==> src/rtl/host_rd_engine_if.sv <==
// ============================================================================
// host_rd_engine_if
//   Bus bundle between the readout engine, the MIG read port and the
//   downstream PipeOut FIFO write port.
//   master : engine side    slave : memory / FIFO side
//   Rev 1.0
// ============================================================================
`default_nettype none

interface host_rd_engine_if #(
  parameter int ADDR_WIDTH = 29,
  parameter int DATA_WIDTH = 128,
  parameter int OB_CNT_W   = 10
);
  // MIG read command / return channel
  logic                  mem_rd_req;
  logic [ADDR_WIDTH-1:0] mem_rd_addr;
  logic                  mem_rd_ack;
  logic [DATA_WIDTH-1:0] mem_rd_data;
  logic                  mem_rd_data_valid;
  // Downstream FIFO write port
  logic [OB_CNT_W-1:0]   ob_count;
  logic                  ob_wr_en;
  logic [DATA_WIDTH-1:0] ob_din;

  modport master (
    output mem_rd_req, mem_rd_addr, ob_wr_en, ob_din,
    input  mem_rd_ack, mem_rd_data, mem_rd_data_valid, ob_count
  );

  modport slave (
    input  mem_rd_req, mem_rd_addr, ob_wr_en, ob_din,
    output mem_rd_ack, mem_rd_data, mem_rd_data_valid, ob_count
  );
endinterface

`default_nettype wire

==> src/rtl/host_rd_engine.sv <==
// ============================================================================
// host_rd_engine
//   DDR-to-host readout engine. Splits a byte-counted region into MIG read
//   bursts, throttles issue on a credit covering FIFO fill plus in-flight
//   reads, and forwards returned words to the PipeOut FIFO.
//   Optional: define HOST_RD_RING_EN for ring-buffer address wrapping
//   between ring_base and ring_limit.
//   Rev 1.0
// ============================================================================
`default_nettype none

module host_rd_engine #(
  parameter int ADDR_WIDTH      = 29,
  parameter int DATA_WIDTH      = 128,
  parameter int BURST_BYTES     = 16,
  parameter int ADDR_INCR       = 8,
  parameter int OB_DEPTH        = 512,
  parameter int OB_MARGIN       = 8,
  parameter int MAX_OUTSTANDING = 64,
  parameter int CNT_WIDTH       = 32,
  localparam int OB_CNT_W       = $clog2(OB_DEPTH) + 1,
  localparam int OUT_W          = $clog2(MAX_OUTSTANDING) + 1
) (
  input  wire logic                  clk,
  input  wire logic                  reset_clk,
  input  wire logic                  readout_start,
  input  wire logic                  readout_abort,
  input  wire logic [ADDR_WIDTH-1:0] readout_addr,
  input  wire logic [CNT_WIDTH-1:0]  readout_count,
  output logic                       readout_busy,
  output logic                       readout_complete,
  output logic [OUT_W-1:0]           outstanding,
`ifdef HOST_RD_RING_EN
  input  wire logic [ADDR_WIDTH-1:0] ring_base,
  input  wire logic [ADDR_WIDTH-1:0] ring_limit,
`endif
  host_rd_engine_if.master           bus
);

  localparam int SHIFT = $clog2(BURST_BYTES);
  // One spare bit so the rounded-up burst count can never overflow
  localparam int BL_W  = CNT_WIDTH + 1;
  // Credit arithmetic width: wide enough that fill + in-flight + margin
  // cannot wrap for any legal parameter set
  localparam int CR_W  = ((CNT_WIDTH > 32) ? CNT_WIDTH : 32) + 2;
  localparam logic [CNT_WIDTH-1:0] C_LOW_MASK = CNT_WIDTH'(BURST_BYTES - 1);

  localparam logic [2:0] S_IDLE     = 3'd0;
  localparam logic [2:0] S_ISSUE    = 3'd1;
  localparam logic [2:0] S_WAIT_ACK = 3'd2;
  localparam logic [2:0] S_DRAIN    = 3'd3;
  localparam logic [2:0] S_ABORT    = 3'd4;

  logic [2:0]            state_q, state_d;
  logic [ADDR_WIDTH-1:0] addr_q, addr_d;
  logic [BL_W-1:0]       bursts_q, bursts_d;
  logic [OUT_W-1:0]      out_q, out_d;
  logic                  complete_q, complete_d;
  logic                  ob_wr_en_q;
  logic [DATA_WIDTH-1:0] ob_din_q;

  logic                  req_w;
  logic                  ack_take;
  logic                  rtn_take;
  logic [BL_W-1:0]       start_bursts;
  logic [ADDR_WIDTH-1:0] addr_inc;
  logic [ADDR_WIDTH-1:0] addr_next;
  logic                  credit_now;
  logic                  credit_after;

  // Credit test: room in the FIFO for everything already in flight plus
  // the safety margin, and the command window not yet full.
  function automatic logic credit_ok(input logic [OB_CNT_W-1:0] fill,
                                     input logic [OUT_W-1:0]    inflight);
    logic [CR_W-1:0] need;
    need = CR_W'(fill) + CR_W'(inflight) + CR_W'(OB_MARGIN);
    return (need < CR_W'(OB_DEPTH)) &&
           (CR_W'(inflight) < CR_W'(MAX_OUTSTANDING));
  endfunction

  // An ack only exists while a command is presented; a return with nothing
  // in flight is treated as stray and never drives the counter negative.
  assign ack_take = (state_q == S_WAIT_ACK) && bus.mem_rd_ack;
  assign rtn_take = bus.mem_rd_data_valid && (out_q != '0);

  // Burst count rounded up: a partial tail still costs a full burst
  assign start_bursts = (BL_W'(readout_count) >> SHIFT) +
                        BL_W'(|(readout_count & C_LOW_MASK));

  assign addr_inc = addr_q + ADDR_WIDTH'(ADDR_INCR);
`ifdef HOST_RD_RING_EN
  assign addr_next = (addr_inc >= ring_limit) ? ring_base : addr_inc;
`else
  assign addr_next = addr_inc;
`endif

  // Back-to-back decision uses the in-flight count as it will be after
  // this cycle's ack and return.
  assign credit_now   = credit_ok(bus.ob_count, out_q);
  assign credit_after = credit_ok(bus.ob_count, out_d);

  // In-flight command counter next value
  always_comb begin
    out_d = out_q;
    case ({ack_take, rtn_take})
      2'b10:   out_d = out_q + OUT_W'(1);
      2'b01:   out_d = out_q - OUT_W'(1);
      default: out_d = out_q;
    endcase
  end

  // Address and remaining-burst bookkeeping
  always_comb begin
    addr_d   = addr_q;
    bursts_d = bursts_q;
    if ((state_q == S_IDLE) && readout_start) begin
      addr_d   = readout_addr;
      bursts_d = start_bursts;
    end else if (ack_take) begin
      addr_d   = addr_next;
      bursts_d = bursts_q - BL_W'(1);
    end
  end

  // FSM state register
  always_ff @(posedge clk or posedge reset_clk) begin
    if (reset_clk) begin
      state_q <= S_IDLE;
    end else begin
      state_q <= state_d;
    end
  end

  // FSM next-state logic; abort wins over every other transition
  always_comb begin
    state_d = state_q;
    case (state_q)
      S_IDLE: begin
        if (readout_start) state_d = S_ISSUE;
      end
      S_ISSUE: begin
        if (readout_abort)             state_d = S_ABORT;
        else if (bursts_q == '0)       state_d = S_DRAIN;
        else if (credit_now)           state_d = S_WAIT_ACK;
      end
      S_WAIT_ACK: begin
        if (readout_abort) begin
          state_d = S_ABORT;
        end else if (ack_take) begin
          if ((bursts_q > BL_W'(1)) && credit_after) state_d = S_WAIT_ACK;
          else                                       state_d = S_ISSUE;
        end
      end
      S_DRAIN: begin
        if (readout_abort)      state_d = S_ABORT;
        else if (out_q == '0)   state_d = S_IDLE;
      end
      S_ABORT: begin
        if (out_q == '0) state_d = S_IDLE;
      end
      default: state_d = S_IDLE;
    endcase
  end

  // FSM outputs: request is a pure function of state so it drops as soon
  // as the FSM leaves WAIT_ACK
  always_comb begin
    readout_busy = (state_q != S_IDLE);
    req_w        = (state_q == S_WAIT_ACK);
    complete_d   = (state_q == S_DRAIN) && !readout_abort && (out_q == '0);
  end

  // Datapath registers and the one-cycle data forward into the FIFO
  always_ff @(posedge clk or posedge reset_clk) begin
    if (reset_clk) begin
      addr_q     <= '0;
      bursts_q   <= '0;
      out_q      <= '0;
      complete_q <= 1'b0;
      ob_wr_en_q <= 1'b0;
      ob_din_q   <= '0;
    end else begin
      addr_q     <= addr_d;
      bursts_q   <= bursts_d;
      out_q      <= out_d;
      complete_q <= complete_d;
      ob_wr_en_q <= bus.mem_rd_data_valid;
      ob_din_q   <= bus.mem_rd_data;
    end
  end

  assign readout_complete = complete_q;
  assign outstanding      = out_q;
  assign bus.mem_rd_req   = req_w;
  assign bus.mem_rd_addr  = addr_q;
  assign bus.ob_wr_en     = ob_wr_en_q;
  assign bus.ob_din       = ob_din_q;

endmodule

`default_nettype wire

==> src/flat_wrapper.sv <==
// flat-port wrapper written by rule: the top's interface ports become plain ports
module host_rd_engine_flat 
#(
  parameter int ADDR_WIDTH      = 29,
  parameter int DATA_WIDTH      = 128,
  parameter int BURST_BYTES     = 16,
  parameter int ADDR_INCR       = 8,
  parameter int OB_DEPTH        = 512,
  parameter int OB_MARGIN       = 8,
  parameter int MAX_OUTSTANDING = 64,
  parameter int CNT_WIDTH       = 32,
  localparam int OB_CNT_W       = $clog2(OB_DEPTH) + 1,
  localparam int OUT_W          = $clog2(MAX_OUTSTANDING) + 1
)
  (clk, reset_clk, readout_start, readout_abort, readout_addr, readout_count, readout_busy, readout_complete, outstanding, bus_mem_rd_req, bus_mem_rd_addr, bus_ob_wr_en, bus_ob_din, bus_mem_rd_ack, bus_mem_rd_data, bus_mem_rd_data_valid, bus_ob_count);
  host_rd_engine_if #(.ADDR_WIDTH(ADDR_WIDTH), .DATA_WIDTH(DATA_WIDTH), .OB_CNT_W((10))) bus_i ();
  input  wire logic clk;
  input  wire logic reset_clk;
  input  wire logic readout_start;
  input  wire logic readout_abort;
  input  wire logic [ADDR_WIDTH-1:0] readout_addr;
  input  wire logic [CNT_WIDTH-1:0] readout_count;
  output logic readout_busy;
  output logic readout_complete;
  output logic [OUT_W-1:0] outstanding;
  output wire logic [$bits(bus_i.mem_rd_req)-1:0] bus_mem_rd_req;
  output wire logic [$bits(bus_i.mem_rd_addr)-1:0] bus_mem_rd_addr;
  output wire logic [$bits(bus_i.ob_wr_en)-1:0] bus_ob_wr_en;
  output wire logic [$bits(bus_i.ob_din)-1:0] bus_ob_din;
  input wire logic [$bits(bus_i.mem_rd_ack)-1:0] bus_mem_rd_ack;
  input wire logic [$bits(bus_i.mem_rd_data)-1:0] bus_mem_rd_data;
  input wire logic [$bits(bus_i.mem_rd_data_valid)-1:0] bus_mem_rd_data_valid;
  input wire logic [$bits(bus_i.ob_count)-1:0] bus_ob_count;
  assign bus_mem_rd_req = bus_i.mem_rd_req;
  assign bus_mem_rd_addr = bus_i.mem_rd_addr;
  assign bus_ob_wr_en = bus_i.ob_wr_en;
  assign bus_ob_din = bus_i.ob_din;
  assign bus_i.mem_rd_ack = bus_mem_rd_ack;
  assign bus_i.mem_rd_data = bus_mem_rd_data;
  assign bus_i.mem_rd_data_valid = bus_mem_rd_data_valid;
  assign bus_i.ob_count = bus_ob_count;
  host_rd_engine #(.ADDR_WIDTH(ADDR_WIDTH), .DATA_WIDTH(DATA_WIDTH), .BURST_BYTES(BURST_BYTES), .ADDR_INCR(ADDR_INCR), .OB_DEPTH(OB_DEPTH), .OB_MARGIN(OB_MARGIN), .MAX_OUTSTANDING(MAX_OUTSTANDING), .CNT_WIDTH(CNT_WIDTH)) u_core (.clk(clk), .reset_clk(reset_clk), .readout_start(readout_start), .readout_abort(readout_abort), .readout_addr(readout_addr), .readout_count(readout_count), .readout_busy(readout_busy), .readout_complete(readout_complete), .outstanding(outstanding), .bus(bus_i));
endmodule
==> config.mk <==
export PLATFORM = sky130hd
export DESIGN_NAME = host_rd_engine_flat
export DESIGN_NICKNAME = d
export VERILOG_FILES = /design/src/rtl/host_rd_engine_if.sv /design/src/rtl/host_rd_engine.sv /design/src/flat_wrapper.sv
export SDC_FILE = /design/constraint.sdc
export NUM_CORES = 1
export LEC_CHECK = 0
export CAP_MARGIN = 10
export CORE_AREA = 2 2 147 149
export CTS_BUF_LIST = sky130_fd_sc_hd__clkbuf_4 sky130_fd_sc_hd__clkbuf_8
export DETAILED_ROUTE_END_ITERATION = 12
export DIE_AREA = 0 0 149 151
export PLACE_DENSITY = 0.78
export SYNTH_ARGS = -nofsm -noshare
export SYNTH_HDL_FRONTEND = slang
export SYNTH_SLANG_ARGS = --single-unit
==> constraint.sdc <==
create_clock -name clk -period 7.7 [get_ports clk]
set_input_delay 1.54 -clock clk [delete_from_list [all_inputs] [get_ports clk]]
set_output_delay 1.54 -clock clk [all_outputs]
set_load 0.03 [all_outputs]
Figure 1. Routed metal per tile (run 1).
Bar = 50 um. The die is cut into 30 by 30 equal tiles; dark blue is low, red is high, scaled to the fullest tile. Values are wire area over tile area, all layers added.
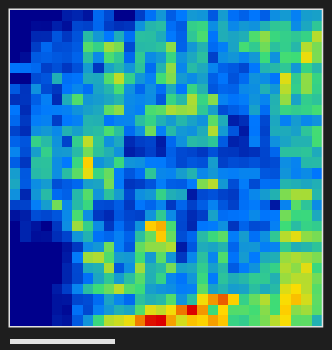
- tiles over half the peak: 17%
- emptiest ninth of the die: south-west
- mean over tiles: 0.23
- nearly empty tiles: 6.2%
- fullest tile: 0.69

Figure 2. Cells coloured by class (run 1).
Fill, decap, tap and diode cells in grey.
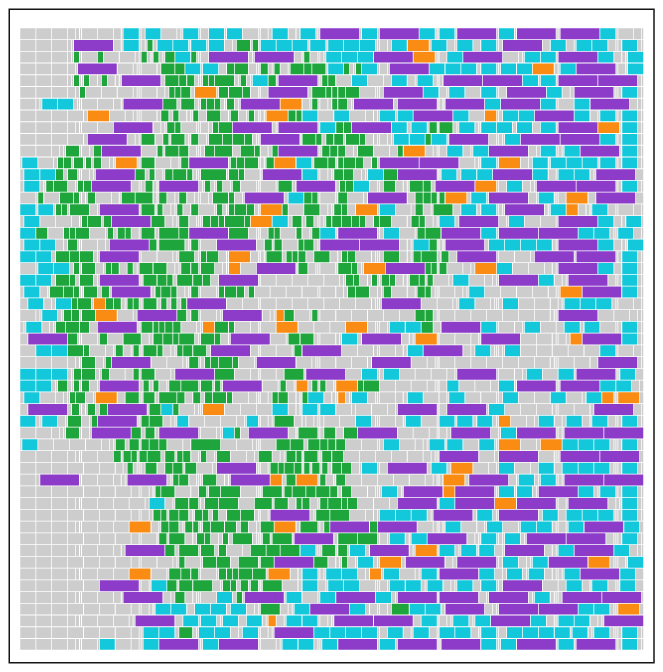
- clock drivers and dummy loads: orange (cells 59)
- remaining buffers and delay cells: cyan (cells 377)
- registers: purple (cells 202)
- remaining logic cells: green (cells 545)
Finished Core Util: 63.7%
core area: 20800 um^2
Seq/total area: 38.1%
design area: 13300 um^2

Figure 3. The clock network (run 1).
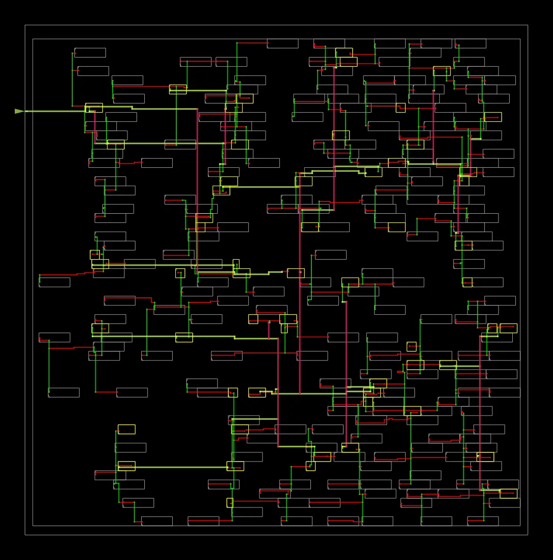
final-layout clock buffer total: 55
Inserted Clock Buffers: 38
clk latency late pin: 520 ps

==> impl_metrics.py, run 1 <==
# Auto-generated metrics
metrics = {
    "routing": {
        "wl_met3_um": 2710,
        "drt_iter0_markers": 513,
        "viasPerCell": 5.17,
        "met1_length_um": 12500,
        "dr.pass1.iters": 5,
        "ant_nets": 0,
        "top_layer": "met5",
        "drc_errors": 0,
    },
    "synth": {
        "synth_top_area_share_pct": 59.3,
        "synthSimpleGateAreaFrac_pct": 17.7,
        "compound_area_share_pct": 10.3,
        "netlist_logic_family_top": "simple AND/OR/NAND/NOR gates",
        "xor_share_pct": 7.30,
        "yosysTopAreaCell": "dfrtp_1",
        "postSynthCellCount": 770,
        "avgSynthCellArea_um2": 11.1,
        "syn-cell-area_um2": 8520,
        "yosys-stat-cells": 770,
        "yosys-top-cells-count": "202 x dfrtp_1, 87 x nand2_1, 62 x nor2_1",
        "edf_count": 0,
        "top_cells_by_area": "dfrtp_1 59%, nand2_1 3.8%, xnor2_1 3.7%",
        "ys_types": 67,
        "synth_top_cell_by_count": "dfrtp_1",
        "ys.flop_type": "dfrtp_1",
    },
    "cts": {
        "cts_tree": "yes",
        "cts_setup_buffers": 0,
        "clockBufferDepth": 3,
        "cts_resized": 0,
        "holdBufCountCts": 0,
        "cts.sinks": 202,
        "clk_pin_slew_worst_paths_ps": 50,
    },
    "min_path": {
        "holdPathStages": 2,
        "min_from": "u_core.bus.mem_rd_addr[1]",
        "hold_path.class": "reg -> reg",
        "hold_path_end": "u_core.bus.mem_rd_addr[1]",
    },
    "worst_setup_path": {
        "crit_arrival_ps": 6560,
        "setup.worst_path.class": "in -> reg",
        "timing.rr.start": "u_core.outstanding[1]",
        "slowest_delay_ps": 510,
        "reg2reg_slack_ps": 2100,
        "reg2reg_to": "u_core.state_q[1]",
        "r2r_cells": 19,
    },
    "layout": {
        "fillers": 1694,
        "largestClassByArea": "sequential cells",
        "mostFrequentLayoutCell": "clkdlybuf4s50_1",
        "nMultiInputCombCells": 527,
        "logic_area_um2": 3310,
        "layoutNonFillerInstCount": 1463,
        "final-clk-cell-share_pct": 5.36,
        "diodes": 5,
        "design.seq.count": 202,
    },
    "grt": {
        "use_met2_pct": 42.4,
        "overflow": 0,
        "top_usage_layer": "met2",
    },
    "power_and_ir_drop": {
        "maxPowerGroup": "combinational logic",
        "pg_comb_mw": 1.61,
        "pwr-share-clk_pct": 24.3,
        "p_clk_mw": 1.00,
        "switchingPower_mw": 1.59,
        "p_per_area_nw_per_um2": 311,
    },
    "timing": {
        "hold_viol_final": 0,
        "hold_ws_ps": 476,
        "rsz0062_at_grt": "no",
        "finalMaxSlewViolations": 0,
        "setup-violations-final": 0,
        "slew_headroom_pct": 29.8,
    },
    "floorplanning": {
        "pin_count": 373,
        "fp.dieH_um": 151,
        "fp_util_pct": 40.9,
        "die_w_um": 149,
    },
    "outcome": {
        "outcome": "complete, no violations",
    },
    "placed_design": {
        "port_buffers": 372,
        "hpwl_um": 23000,
    },
}
## run 1: worst max-delay path by stage
stage          cells after the start  slack [ps]            from                  to
2_1_floorplan                      1         650       reset_clk  u_core.bursts_q[0]
3_3_place_gp                      19        1250  bus_mem_rd_ack   u_core.state_q[1]
3_5_place_dp                      19        1020  bus_mem_rd_ack   u_core.state_q[1]
4_1_cts                           19        1550  bus_mem_rd_ack   u_core.state_q[1]
5_1_grt                           19        1060  bus_mem_rd_ack   u_core.state_q[1]
6_report                          19        1540  bus_mem_rd_ack   u_core.state_q[1]
## run 1: through the flow
stage | power (mW) | worst slack (ps)
2_1_floorplan | 2.49 | 649
3_3_place_gp | 3.08 | 1250
3_5_place_dp | 3.13 | 1020
4_1_cts | 4.15 | 1550
5_1_grt | 4.36 | 1060
6_report | 4.12 | 1540
==> run 2: changes to the inputs <==
- clock period: 7.7 -> 6.15 ns (I/O delays scaled with it)
==> run 2 against run 1 <==
  * Via count fell by 0.29%
  * Sequential power rose by 26%
  * Combinational power rose by 26%
  * Area after synthesis did not move
  * Clock power rose by about 30%
  * Wire length rose by 2.7%
  * Critical endpoint unchanged
  * Largest cell class unchanged
  * Largest power group unchanged
==> impl_metrics.py, run 2 <==
# Auto-generated metrics
metrics = {
    "cts": {
        "cts_setup_buffers": 0,
        "cts_tree": "yes",
        "clockBufferDepth": 3,
        "clk_pin_slew_worst_paths_ps": 60,
        "cts.sinks": 202,
        "worstSkewPairLatency_ps": 540,
        "numCtsBuffers": 36,
        "clock_tree.root_cell": "clkbuf_8",
        "cts_resized": 0,
    },
    "layout": {
        "layoutNonFillerInstCount": 1466,
        "seq_share_pct": 37.9,
        "nMultiInputCombCells": 527,
        "logic_area_um2": 3310,
        "final_area_um2": 13300,
        "final.clkbuf_count": 58,
        "fin_util_pct": 64.0,
        "fillers": 1669,
        "design.seq.count": 202,
        "diodes": 2,
        "mostFrequentLayoutCell": "clkdlybuf4s50_1",
        "final-clk-cell-share_pct": 5.58,
        "largestClassByArea": "sequential cells",
    },
    "routing": {
        "drt_iter0_markers": 522,
        "ant_nets": 0,
        "dr.pass1.iters": 5,
        "wirelength_um": 31300,
        "top_layer": "met4",
        "viasPerCell": 5.15,
        "drc_errors": 0,
        "wl_met3_um": 2670,
        "met1_length_um": 13100,
    },
    "timing": {
        "hold_viol_final": 0,
        "rsz0062_at_grt": "no",
        "finalMaxSlewViolations": 0,
        "setup-violations-final": 0,
        "slew_headroom_pct": 37.2,
        "hold_ws_ps": 472,
        "finalWorstSetupSlack_ps": 779,
    },
    "min_path": {
        "hold_path_end": "u_core.bus.mem_rd_addr[1]",
        "min_from": "u_core.bus.mem_rd_addr[1]",
        "holdPathStages": 2,
        "hold_path.class": "reg -> reg",
    },
    "outcome": {
        "outcome": "complete, no violations",
    },
    "grt": {
        "overflow": 0,
        "top_usage_layer": "met2",
        "use_met2_pct": 42.1,
    },
    "worst_setup_path": {
        "timing.rr.start": "u_core.outstanding[1]",
        "reg2reg_to": "u_core.state_q[1]",
        "setup.worst_path.class": "in -> reg",
        "crit_top_cell": "ha_1",
        "r2r_cells": 19,
        "reg2reg_slack_ps": 1100,
        "crit_arrival_ps": 5780,
    },
    "floorplanning": {
        "pin_count": 373,
        "fp_util_pct": 40.9,
        "tap-cell-count": 275,
        "fp.dieH_um": 151,
        "core_um2": 20800,
        "die_w_um": 149,
    },
    "synth": {
        "syn-cell-area_um2": 8520,
        "yosysTopAreaCell": "dfrtp_1",
        "top_cells_by_area": "dfrtp_1 59%, nand2_1 3.8%, xnor2_1 3.7%",
        "yosys-top-cells-count": "202 x dfrtp_1, 87 x nand2_1, 62 x nor2_1",
        "ys.flop_type": "dfrtp_1",
        "compound_area_share_pct": 10.3,
        "synth_top_area_share_pct": 59.3,
        "ys_types": 67,
        "postSynthCellCount": 770,
        "yosys-stat-cells": 770,
        "synthSimpleGateAreaFrac_pct": 17.7,
        "edf_count": 0,
        "avgSynthCellArea_um2": 11.1,
        "netlist_logic_family_top": "simple AND/OR/NAND/NOR gates",
    },
    "placed_design": {
        "dp_cells": 1402,
        "place_ws_ps": 217,
        "port_buffers": 372,
    },
    "power_and_ir_drop": {
        "pwr-share-clk_pct": 24.8,
        "pg_comb_mw": 2.03,
        "maxPowerGroup": "combinational logic",
        "p_per_area_nw_per_um2": 392,
        "p_clk_mw": 1.30,
        "switchingPower_mw": 2.02,
    },
}
## run 2: cell types whose count changed in the layout (fill, tap and decap cells not counted)
| cell | delta |
|---|---|
| clkinv_2 | -2 |
| diode_2 | -3 |
| clkbuf_4 | +3 |
| clkinvlp_4 | +1 |
| buf_4 | +2 |
| buf_12 | +1 |
| inv_6 | +1 |
## run 2: worst max path at each step
stage / startpoint / end / slack, ps / cells after the start
2_1_floorplan: bus_mem_rd_ack / u_core.state_q[1] / 180 / 21
3_3_place_gp: bus_mem_rd_ack / u_core.state_q[1] / 250 / 19
3_5_place_dp: bus_mem_rd_ack / u_core.state_q[1] / 220 / 19
4_1_cts: bus_mem_rd_ack / u_core.state_q[1] / 760 / 19
5_1_grt: bus_mem_rd_ack / u_core.state_q[1] / 280 / 19
6_report: bus_mem_rd_ack / u_core.state_q[1] / 780 / 19
Figure 4. Cells coloured by class (run 2).
Fill, decap, tap and diode cells in grey.
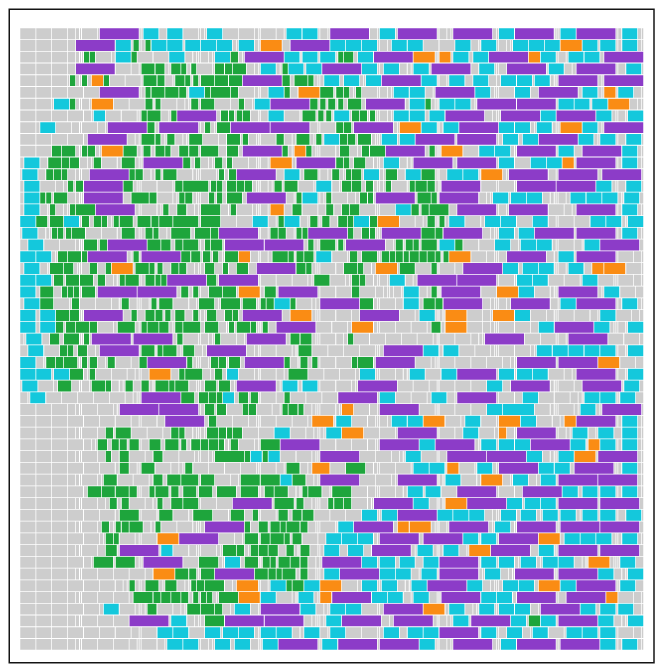
- remaining logic cells: green (cells 545)
- clock drivers and dummy loads: orange (cells 62)
- registers: purple (cells 202)
- remaining buffers and delay cells: cyan (cells 380)

Figure 5. Signal wires on met1 (run 2).
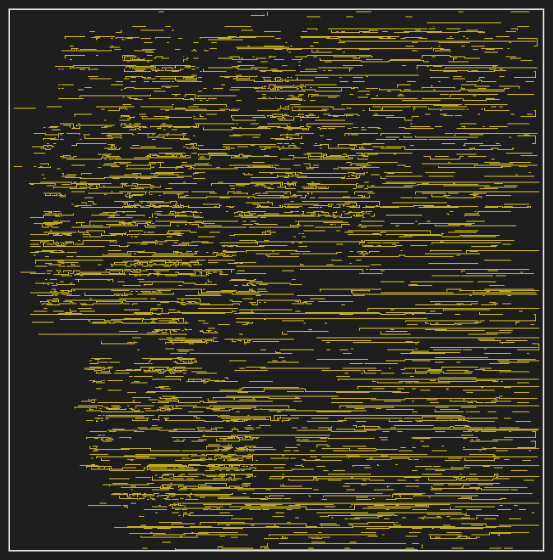
- nets with wire on the layer: 1262
- wire length on this layer: 13100 um
- main direction: horizontal
- share of all routed wire: 42%
- longest straight run: 99.8 um

No activity file was given, so power comes from the tool's default toggle rates.
